Figure 1. Gate families picked out (run 1).
(8 px per µm)
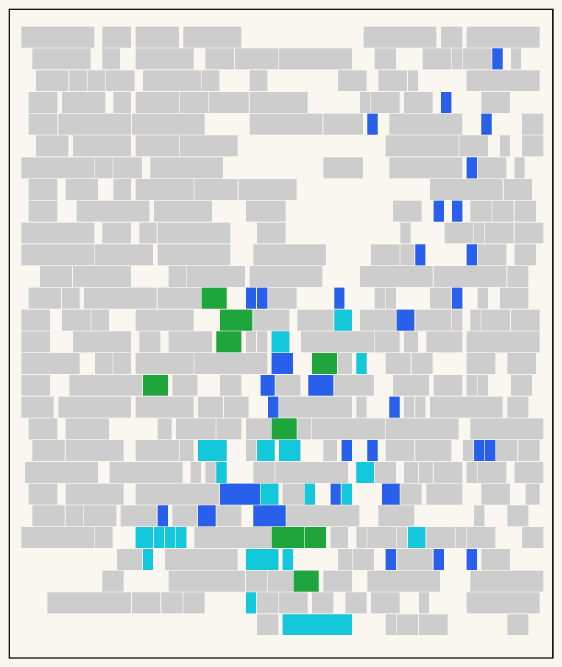
Figure 2. Routed metal per tile (run 1).
(4 px per µm) The die is cut into 14 by 16 equal tiles; white is low, dark blue is high, scaled to the fullest tile. Values are wire area over tile area, all layers added.
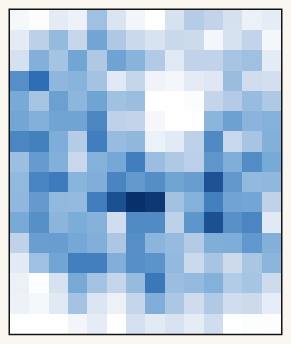
Figure 3. Track usage over the die (run 1).
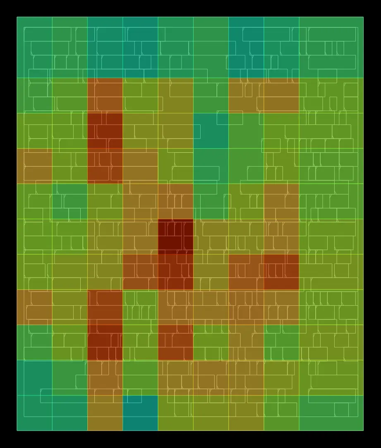
Figure 4. Close-up of the layout (run 1).
Window x 19 to 49, y 9 to 39 µm. Cells in gray, sequential cells in the stronger gray; small squares are vias.
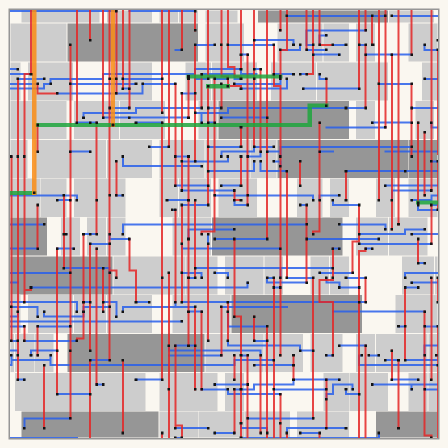
--- config.mk ---
export PLATFORM = sky130hd
export DESIGN_NAME = cand_bank_ctrl_flat
export DESIGN_NICKNAME = d
export VERILOG_FILES = /design/src/rtl/cand_pkg.sv /design/src/rtl/cand_bank_ctrl_if.sv /design/src/rtl/cand_bank_ctrl_max_track.sv /design/src/rtl/cand_bank_ctrl.sv /design/src/flat_wrapper.sv
export SDC_FILE = /design/constraint.sdc
export NUM_CORES = 1
export LEC_CHECK = 0
export CAP_MARGIN = 5
export CORE_ASPECT_RATIO = 1.2
export CORE_UTILIZATION = 50
export CTS_CLUSTER_DIAMETER = 50
export CTS_CLUSTER_SIZE = 8
export DETAILED_ROUTE_END_ITERATION = 6
export PLACE_DENSITY = 0.89
export SLEW_MARGIN = 20
export SYNTH_ARGS = -nofsm -noshare
export SYNTH_HDL_FRONTEND = slang
export SYNTH_SLANG_ARGS = --single-unit
--- constraint.sdc ---
create_clock -name clk -period 3 [get_ports clk]
set_clock_uncertainty 0.1 [all_clocks]
set_input_delay 0.3 -clock clk [delete_from_list [all_inputs] [get_ports clk]]
set_output_delay 0.3 -clock clk [all_outputs]
set_load 0.1 [all_outputs]
--- src/rtl/cand_pkg.sv ---
// Shared definitions for the candidate bank controller.
// CAND_DEDUP_EN adds the LOOKUP state used by the duplicate-ID insert path.
package cand_pkg;

  localparam int unsigned MAX_CAND_DEF = 8;
  localparam int unsigned ENTRY_STRIDE = 2;
  localparam int unsigned IDX_W        = 4;

  localparam int unsigned ID_MSB  = 15;
  localparam int unsigned ID_LSB  = 8;
  localparam int unsigned FIT_MSB = 7;
  localparam int unsigned FIT_LSB = 0;

  typedef enum logic [2:0] {
    IDLE,
    WRITE,
    SCAN,
    DONE
`ifdef CAND_DEDUP_EN
    , LOOKUP
`endif
  } state_t;

  // Bank index of entry k (each entry occupies two byte slots).
  function automatic logic [IDX_W-1:0] entry_index(input logic [IDX_W-1:0] k);
    return IDX_W'(k * ENTRY_STRIDE);
  endfunction

endpackage

--- src/rtl/cand_bank_ctrl_if.sv ---
// Request/status and bank-side signals of the candidate bank controller.
// slave: the controller; master: the requester that also models the bank.
interface cand_bank_ctrl_if #(
  parameter int unsigned CNT_W = 4
);
  logic             ins_valid;
  logic             ins_ready;
  logic [7:0]       ins_id;
  logic [7:0]       ins_fit;
  logic             ins_drop;
  logic             scan_start;
  logic             scan_busy;
  logic             scan_done;
  logic             best_valid;
  logic [7:0]       best_id;
  logic [7:0]       best_fit;
  logic             clear;
  logic [CNT_W-1:0] count;
  logic             full;
  logic             empty;
  logic             mem_wr_en;
  logic [3:0]       mem_index;
  logic [15:0]      mem_wdata;
  logic [15:0]      mem_rdata;

  modport master (
    output ins_valid, ins_id, ins_fit, scan_start, clear, mem_rdata,
    input  ins_ready, ins_drop, scan_busy, scan_done, best_valid, best_id,
           best_fit, count, full, empty, mem_wr_en, mem_index, mem_wdata
  );

  modport slave (
    input  ins_valid, ins_id, ins_fit, scan_start, clear, mem_rdata,
    output ins_ready, ins_drop, scan_busy, scan_done, best_valid, best_id,
           best_fit, count, full, empty, mem_wr_en, mem_index, mem_wdata
  );
endinterface

--- src/rtl/cand_bank_ctrl_max_track.sv ---
// Running-maximum register for the best-candidate scan.
// Strict greater-than keeps the lowest index on fitness ties.
module cand_max_track
  import cand_pkg::*;
(
  input  logic        clk,
  input  logic        nrst,
  input  logic        init,
  input  logic        en,
  input  logic        first,
  input  logic [15:0] entry,
  output logic [7:0]  best_id,
  output logic [7:0]  best_fit
);

  logic [7:0] fit_in;
  assign fit_in = entry[FIT_MSB:FIT_LSB];

  // Load the first entry unconditionally, later ones only if strictly better.
  always_ff @(posedge clk or negedge nrst) begin
    if (!nrst) begin
      best_id  <= '0;
      best_fit <= '0;
    end else if (init) begin
      best_id  <= '0;
      best_fit <= '0;
    end else if (en && (first || (fit_in > best_fit))) begin
      best_id  <= entry[ID_MSB:ID_LSB];
      best_fit <= fit_in;
    end
  end

endmodule

--- src/rtl/cand_bank_ctrl.sv ---
// Candidate list controller: sole writer of the 16-bit candidate bank.
// Appends {id,fit} entries, clears the list and scans for the best fitness.
// Optional CAND_DEDUP_EN: inserts first look up the ID and overwrite on match.
module cand_bank_ctrl
  import cand_pkg::*;
#(
  parameter int unsigned MAX_CAND = MAX_CAND_DEF,
  parameter int unsigned CNT_W    = 4
) (
  input  logic           clk,
  input  logic           nrst,
  cand_bank_ctrl_if.slave bus
);

  localparam logic [CNT_W-1:0] CNT_ONE = CNT_W'(1);
  localparam logic [CNT_W-1:0] CNT_MAX = CNT_W'(MAX_CAND);

  state_t           state, state_nxt;
  logic [CNT_W-1:0] count, count_nxt;
  logic [CNT_W-1:0] ptr, ptr_nxt;
  logic [CNT_W-1:0] wr_ptr, wr_ptr_nxt;
  logic [7:0]       id_q, id_nxt;
  logic [7:0]       fit_q, fit_nxt;
  logic             best_valid, best_valid_nxt;
  logic             track_init, track_en;
  logic             full, last;
`ifdef CAND_DEDUP_EN
  logic             ovw, ovw_nxt, match, drop;
`endif

  assign full = (count == CNT_MAX);
  assign last = (ptr == count - CNT_ONE);

`ifdef CAND_DEDUP_EN
  assign match = (count != '0) && (bus.mem_rdata[ID_MSB:ID_LSB] == id_q);
  assign bus.ins_ready = (state == IDLE) && !bus.clear && !bus.scan_start;
  assign bus.ins_drop  = drop;
`else
  assign bus.ins_ready = (state == IDLE) && !full && !bus.clear && !bus.scan_start;
  assign bus.ins_drop  = 1'b0;
`endif

  assign bus.scan_busy  = (state == SCAN);
  assign bus.scan_done  = (state == DONE);
  assign bus.best_valid = best_valid;
  assign bus.count      = count;
  assign bus.full       = full;
  assign bus.empty      = (count == '0);
  assign bus.mem_wr_en  = (state == WRITE) && !bus.clear;
  assign bus.mem_wdata  = (state == WRITE) ? {id_q, fit_q} : '0;

  // Bank address: write slot in WRITE, read pointer while scanning/looking up.
  always_comb begin
    bus.mem_index = '0;
    if (state == WRITE) begin
      bus.mem_index = entry_index(IDX_W'(wr_ptr));
    end else if (state == SCAN) begin
      bus.mem_index = entry_index(IDX_W'(ptr));
    end
`ifdef CAND_DEDUP_EN
    else if (state == LOOKUP) begin
      bus.mem_index = entry_index(IDX_W'(ptr));
    end
`endif
  end

  // State register.
  always_ff @(posedge clk or negedge nrst) begin
    if (!nrst) state <= IDLE;
    else       state <= state_nxt;
  end

  // Datapath registers follow the next-values chosen by the FSM logic.
  always_ff @(posedge clk or negedge nrst) begin
    if (!nrst) begin
      count      <= '0;
      ptr        <= '0;
      wr_ptr     <= '0;
      id_q       <= '0;
      fit_q      <= '0;
      best_valid <= 1'b0;
`ifdef CAND_DEDUP_EN
      ovw        <= 1'b0;
`endif
    end else begin
      count      <= count_nxt;
      ptr        <= ptr_nxt;
      wr_ptr     <= wr_ptr_nxt;
      id_q       <= id_nxt;
      fit_q      <= fit_nxt;
      best_valid <= best_valid_nxt;
`ifdef CAND_DEDUP_EN
      ovw        <= ovw_nxt;
`endif
    end
  end

  // Next-state and datapath control; clear overrides every state.
  always_comb begin
    state_nxt      = state;
    count_nxt      = count;
    ptr_nxt        = ptr;
    wr_ptr_nxt     = wr_ptr;
    id_nxt         = id_q;
    fit_nxt        = fit_q;
    best_valid_nxt = best_valid;
    track_init     = 1'b0;
    track_en       = 1'b0;
`ifdef CAND_DEDUP_EN
    ovw_nxt        = ovw;
    drop           = 1'b0;
`endif
    if (bus.clear) begin
      state_nxt      = IDLE;
      count_nxt      = '0;
      best_valid_nxt = 1'b0;
      track_init     = 1'b1;
    end else begin
      unique case (state)
        IDLE: begin
          if (bus.scan_start) begin
            track_init = 1'b1;
            if (count == '0) begin
              state_nxt = DONE;
            end else begin
              state_nxt      = SCAN;
              ptr_nxt        = '0;
              best_valid_nxt = 1'b0;
            end
          end else if (bus.ins_valid && bus.ins_ready) begin
            id_nxt         = bus.ins_id;
            fit_nxt        = bus.ins_fit;
            best_valid_nxt = 1'b0;
            ptr_nxt        = '0;
            wr_ptr_nxt     = count;
`ifdef CAND_DEDUP_EN
            state_nxt      = LOOKUP;
`else
            state_nxt      = WRITE;
`endif
          end
        end
        WRITE: begin
          state_nxt = IDLE;
`ifdef CAND_DEDUP_EN
          if (!ovw) count_nxt = count + CNT_ONE;
`else
          count_nxt = count + CNT_ONE;
`endif
        end
        SCAN: begin
          track_en = 1'b1;
          if (last) begin
            state_nxt      = DONE;
            best_valid_nxt = 1'b1;
          end else begin
            ptr_nxt = ptr + CNT_ONE;
          end
        end
        DONE: state_nxt = IDLE;
`ifdef CAND_DEDUP_EN
        LOOKUP: begin
          if (match) begin
            wr_ptr_nxt = ptr;
            ovw_nxt    = 1'b1;
            state_nxt  = WRITE;
          end else if ((count == '0) || last) begin
            if (!full) begin
              wr_ptr_nxt = count;
              ovw_nxt    = 1'b0;
              state_nxt  = WRITE;
            end else begin
              drop      = 1'b1;
              state_nxt = IDLE;
            end
          end else begin
            ptr_nxt = ptr + CNT_ONE;
          end
        end
`endif
        default: state_nxt = IDLE;
      endcase
    end
  end

  cand_max_track u_track (
    .clk      (clk),
    .nrst     (nrst),
    .init     (track_init),
    .en       (track_en),
    .first    (ptr == '0),
    .entry    (bus.mem_rdata),
    .best_id  (bus.best_id),
    .best_fit (bus.best_fit)
  );

endmodule

--- src/flat_wrapper.sv ---
// flat-port wrapper written by rule: the top's interface ports become plain ports
module cand_bank_ctrl_flat import cand_pkg::*;
#(
  parameter int unsigned MAX_CAND = MAX_CAND_DEF,
  parameter int unsigned CNT_W    = 4
)
  (clk, nrst, bus_ins_valid, bus_ins_id, bus_ins_fit, bus_scan_start, bus_clear, bus_mem_rdata, bus_ins_ready, bus_ins_drop, bus_scan_busy, bus_scan_done, bus_best_valid, bus_best_id, bus_best_fit, bus_count, bus_full, bus_empty, bus_mem_wr_en, bus_mem_index, bus_mem_wdata);
  cand_bank_ctrl_if #(.CNT_W(CNT_W)) bus_i ();
  input  logic clk;
  input  logic nrst;
  input wire logic [$bits(bus_i.ins_valid)-1:0] bus_ins_valid;
  input wire logic [$bits(bus_i.ins_id)-1:0] bus_ins_id;
  input wire logic [$bits(bus_i.ins_fit)-1:0] bus_ins_fit;
  input wire logic [$bits(bus_i.scan_start)-1:0] bus_scan_start;
  input wire logic [$bits(bus_i.clear)-1:0] bus_clear;
  input wire logic [$bits(bus_i.mem_rdata)-1:0] bus_mem_rdata;
  output wire logic [$bits(bus_i.ins_ready)-1:0] bus_ins_ready;
  output wire logic [$bits(bus_i.ins_drop)-1:0] bus_ins_drop;
  output wire logic [$bits(bus_i.scan_busy)-1:0] bus_scan_busy;
  output wire logic [$bits(bus_i.scan_done)-1:0] bus_scan_done;
  output wire logic [$bits(bus_i.best_valid)-1:0] bus_best_valid;
  output wire logic [$bits(bus_i.best_id)-1:0] bus_best_id;
  output wire logic [$bits(bus_i.best_fit)-1:0] bus_best_fit;
  output wire logic [$bits(bus_i.count)-1:0] bus_count;
  output wire logic [$bits(bus_i.full)-1:0] bus_full;
  output wire logic [$bits(bus_i.empty)-1:0] bus_empty;
  output wire logic [$bits(bus_i.mem_wr_en)-1:0] bus_mem_wr_en;
  output wire logic [$bits(bus_i.mem_index)-1:0] bus_mem_index;
  output wire logic [$bits(bus_i.mem_wdata)-1:0] bus_mem_wdata;
  assign bus_i.ins_valid = bus_ins_valid;
  assign bus_i.ins_id = bus_ins_id;
  assign bus_i.ins_fit = bus_ins_fit;
  assign bus_i.scan_start = bus_scan_start;
  assign bus_i.clear = bus_clear;
  assign bus_i.mem_rdata = bus_mem_rdata;
  assign bus_ins_ready = bus_i.ins_ready;
  assign bus_ins_drop = bus_i.ins_drop;
  assign bus_scan_busy = bus_i.scan_busy;
  assign bus_scan_done = bus_i.scan_done;
  assign bus_best_valid = bus_i.best_valid;
  assign bus_best_id = bus_i.best_id;
  assign bus_best_fit = bus_i.best_fit;
  assign bus_count = bus_i.count;
  assign bus_full = bus_i.full;
  assign bus_empty = bus_i.empty;
  assign bus_mem_wr_en = bus_i.mem_wr_en;
  assign bus_mem_index = bus_i.mem_index;
  assign bus_mem_wdata = bus_i.mem_wdata;
  cand_bank_ctrl #(.MAX_CAND(MAX_CAND), .CNT_W(CNT_W)) u_core (.clk(clk), .nrst(nrst), .bus(bus_i));
endmodule
==> notes.md, run 1 <==
The synthesis and place-and-route flow finished, so here is a summary.

The clock tree buffer depth came out at 2. Per the post-run analysis, buffers plus inverters along the critical path come to 2. Of the synthesized area, sequential elements account for 0.444. The area of the chip is 5480 µm².

Looking at the cell usage after synthesis, the top flip-flop cell is sky130_fd_sc_hd__dfrtp_1. The placement row count came out at 28. Setup slack on the worst reg-to-reg path comes out at 0.74 ns. The synthesized design contains 0 enable-type register cells.

In the finished design, the share of the clock period the worst path needs comes to 0.758. For this run the aggregate overflow at the end of global routing stands at 0. STA classifies the critical path startpoint as a register. The critical-path maximum fanout is 6. The share of synthesized cell area in full adder, half adder and majority cells came out at 0.0579. The portion of total power attributed to combinational logic is 0.459. The proportion of cell area occupied by registers is 0.315. The final design instance area without fill came out at 3680 µm². The placement summary gives the final routability congestion estimate as 0.792. The number of clock sinks seen by CTS is 46. The STA report counts the stages on the worst setup path as 6. In this run the critical path is formed by inv_1 -> ha_4 -> nand2b_4 -> nor2_4 -> nor4b_4 -> buf_4. Summed over all nets, the switching power comes to 965 µW. The run finished with clean final reports. For this run, the slowest stage of the critical path takes 0.45 ns. In the synthesized netlist, the cells that appear most often are sky130_fd_sc_hd__dfrtp_1 (46), sky130_fd_sc_hd__inv_1 (28), sky130_fd_sc_hd__nand2_1 (24).

The synthesized netlist occupies a cell area of 2590 µm². The remaining antenna violation count after routing is 0. The total met3 wirelength after detailed routing is 457 µm. The count of warning messages emitted by the tools is 29. The data arrival time of the worst path came out at 1.88 ns. Across the placement rows, the number of tap cells is 60. The timing report shows that the slowest cell on the worst path is sky130_fd_sc_hd__dfrtp_4. The first global-routing pass estimated 9480 µm of wire.

The average instance in the mapped netlist occupies 10.7 µm². The clock power share is 0.172. The post-synthesis cell type count is 41. The layout has 7 clock buffers.

The power drawn by the combinational cells is 1040 µW. The switching share of power came out at 0.426. The pin count of the biggest net entering global routing is 35.
About Figure 1:
Key: NAND gates = blue [cells 32]; NOR gates = cyan [cells 21]; AND-OR and OR-AND gates = green [cells 9]

About Figure 2:
26% of the tiles are over half the peak. 6.2% of the tiles are nearly empty. The fullest tile reaches 0.47. The mean over all tiles is 0.17.

About Figure 3:
global routing met3 resource utilization: 0.0758
global routing usage on met2: 0.411

About Figure 4:
Key: metal 2 = red; metal 3 = green; metal 1 = blue; metal 4 = orange
Netlist names of flops here include u_core.bus.count (3), u_core.state (2). Most frequent: nor2_1 (7), nand2_1 (7), xnor2_1 (6). Sequential cells in the window: 8. 78 logic cells have their middle in the window.

Figure 5. Clock distribution (run 1).
(4 px per µm)
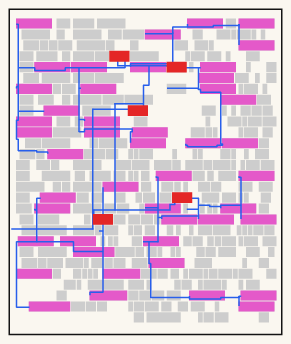

==> inputs of run 2 (changes only) <==
--- a/config.mk
+++ b/config.mk
@@ -7,11 +7,11 @@
 export LEC_CHECK = 0
 export CAP_MARGIN = 5
 export CORE_ASPECT_RATIO = 1.2
-export CORE_UTILIZATION = 50
+export CORE_UTILIZATION = 46
 export CTS_CLUSTER_DIAMETER = 50
 export CTS_CLUSTER_SIZE = 8
 export DETAILED_ROUTE_END_ITERATION = 6
-export PLACE_DENSITY = 0.89
+export PLACE_DENSITY = 0.83
 export SLEW_MARGIN = 20
 export SYNTH_ARGS = -nofsm -noshare
 export SYNTH_HDL_FRONTEND = slang
==> constraint.sdc (replaced) <==
create_clock -name clk -period 2.15 [get_ports clk]
set_clock_uncertainty 0.1 [all_clocks]
set_input_delay 0.215 -clock clk [delete_from_list [all_inputs] [get_ports clk]]
set_output_delay 0.215 -clock clk [all_outputs]
set_load 0.1 [all_outputs]
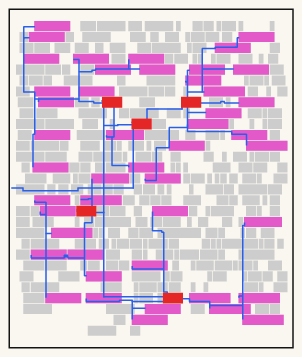
Figure 6: run 2, clock distribution.
(4 px per µm)
Key: clock drivers = red [count 5]; clock wires = blue [length 562 µm]; flip-flops = magenta [count 46]
There are 6 routed clock nets. Position of the flops: all over the die.
Latency at later pin: 0.30 ns
Clk network pwr share: 0.192
power consumed by the clock network: 643 µW

==> notes.md, run 2 <==
The synthesis and place-and-route flow finished, so here is a summary.

Result of the run: finished with violations (was complete, no violations). The final reports fail on DRC. The logic depth of the worst setup path including buffers is 7 (was 6). The net switching power came out at 1380 µW (was 965 µW).

The share of synthesized cell area in full adder, half adder and majority cells is 0.0579 (unchanged). The final RePlAce weighted congestion is 0.790 (was 0.792). The number of buffers and inverters on the critical path is 1 (was 2). The area of the mapped netlist came out at 2590 µm² (unchanged). The proportion of cell area occupied by registers came out at 0.300 (was 0.315). The total overflow reported by the global router is 0 (unchanged). The count of warning messages emitted by the tools was 30 (was 29).

The met3 track demand over resource came out at 0.0612 (was 0.0758). The data arrival time of the worst path is 2.19 ns (was 1.88 ns). The placement row count is 29 (was 28). The reg-to-reg setup timing slack is 0.05 ns (was 0.74 ns). The met2 track demand over resource came out at 0.386 (was 0.411). The number of remaining DRC errors is 12 (was 0). The number of tap cells inserted is 62 (was 60). The number of clock sinks seen by CTS is 46 (unchanged). The total met3 wirelength after detailed routing came to 436 µm (was 457 µm). The wire length of the first global-routing pass came out at 10400 µm (was 9480 µm).

The pin count of the biggest net entering global routing came to 33 (was 35). The launching element type of the critical path is a register (unchanged). Critical path cell sequence: inv_2 -> ha_4 -> xor2_1 -> o211ai_1 -> a2111o_1 -> nor3b_2 -> a211o_1 (was inv_1 -> ha_4 -> nand2b_4 -> nor2_4 -> nor4b_4 -> buf_4). The final design instance area without fill is 3960 µm² (was 3680 µm²). The sequential share of the synthesized area was 0.444 (unchanged). The count of clock-net buffers in the final layout is 6 (was 7). The number of enable-type register cells in the synthesized netlist came to 0 (unchanged). The highest cell delay on the worst timing path came out at 0.51 ns (was 0.45 ns). The final period utilization came out at 0.975. The area of the chip is 5950 µm² (was 5480 µm²). The main flop type was sky130_fd_sc_hd__dfrtp_1 (unchanged). Top cell types by occurrence after synthesis: sky130_fd_sc_hd__dfrtp_1 (46), sky130_fd_sc_hd__inv_1 (28), sky130_fd_sc_hd__nand2_1 (24) (unchanged).

The power drawn by the combinational cells came out at 1550 µW (was 1040 µW).
No activity file was given, so power comes from the tool's default toggle rates.
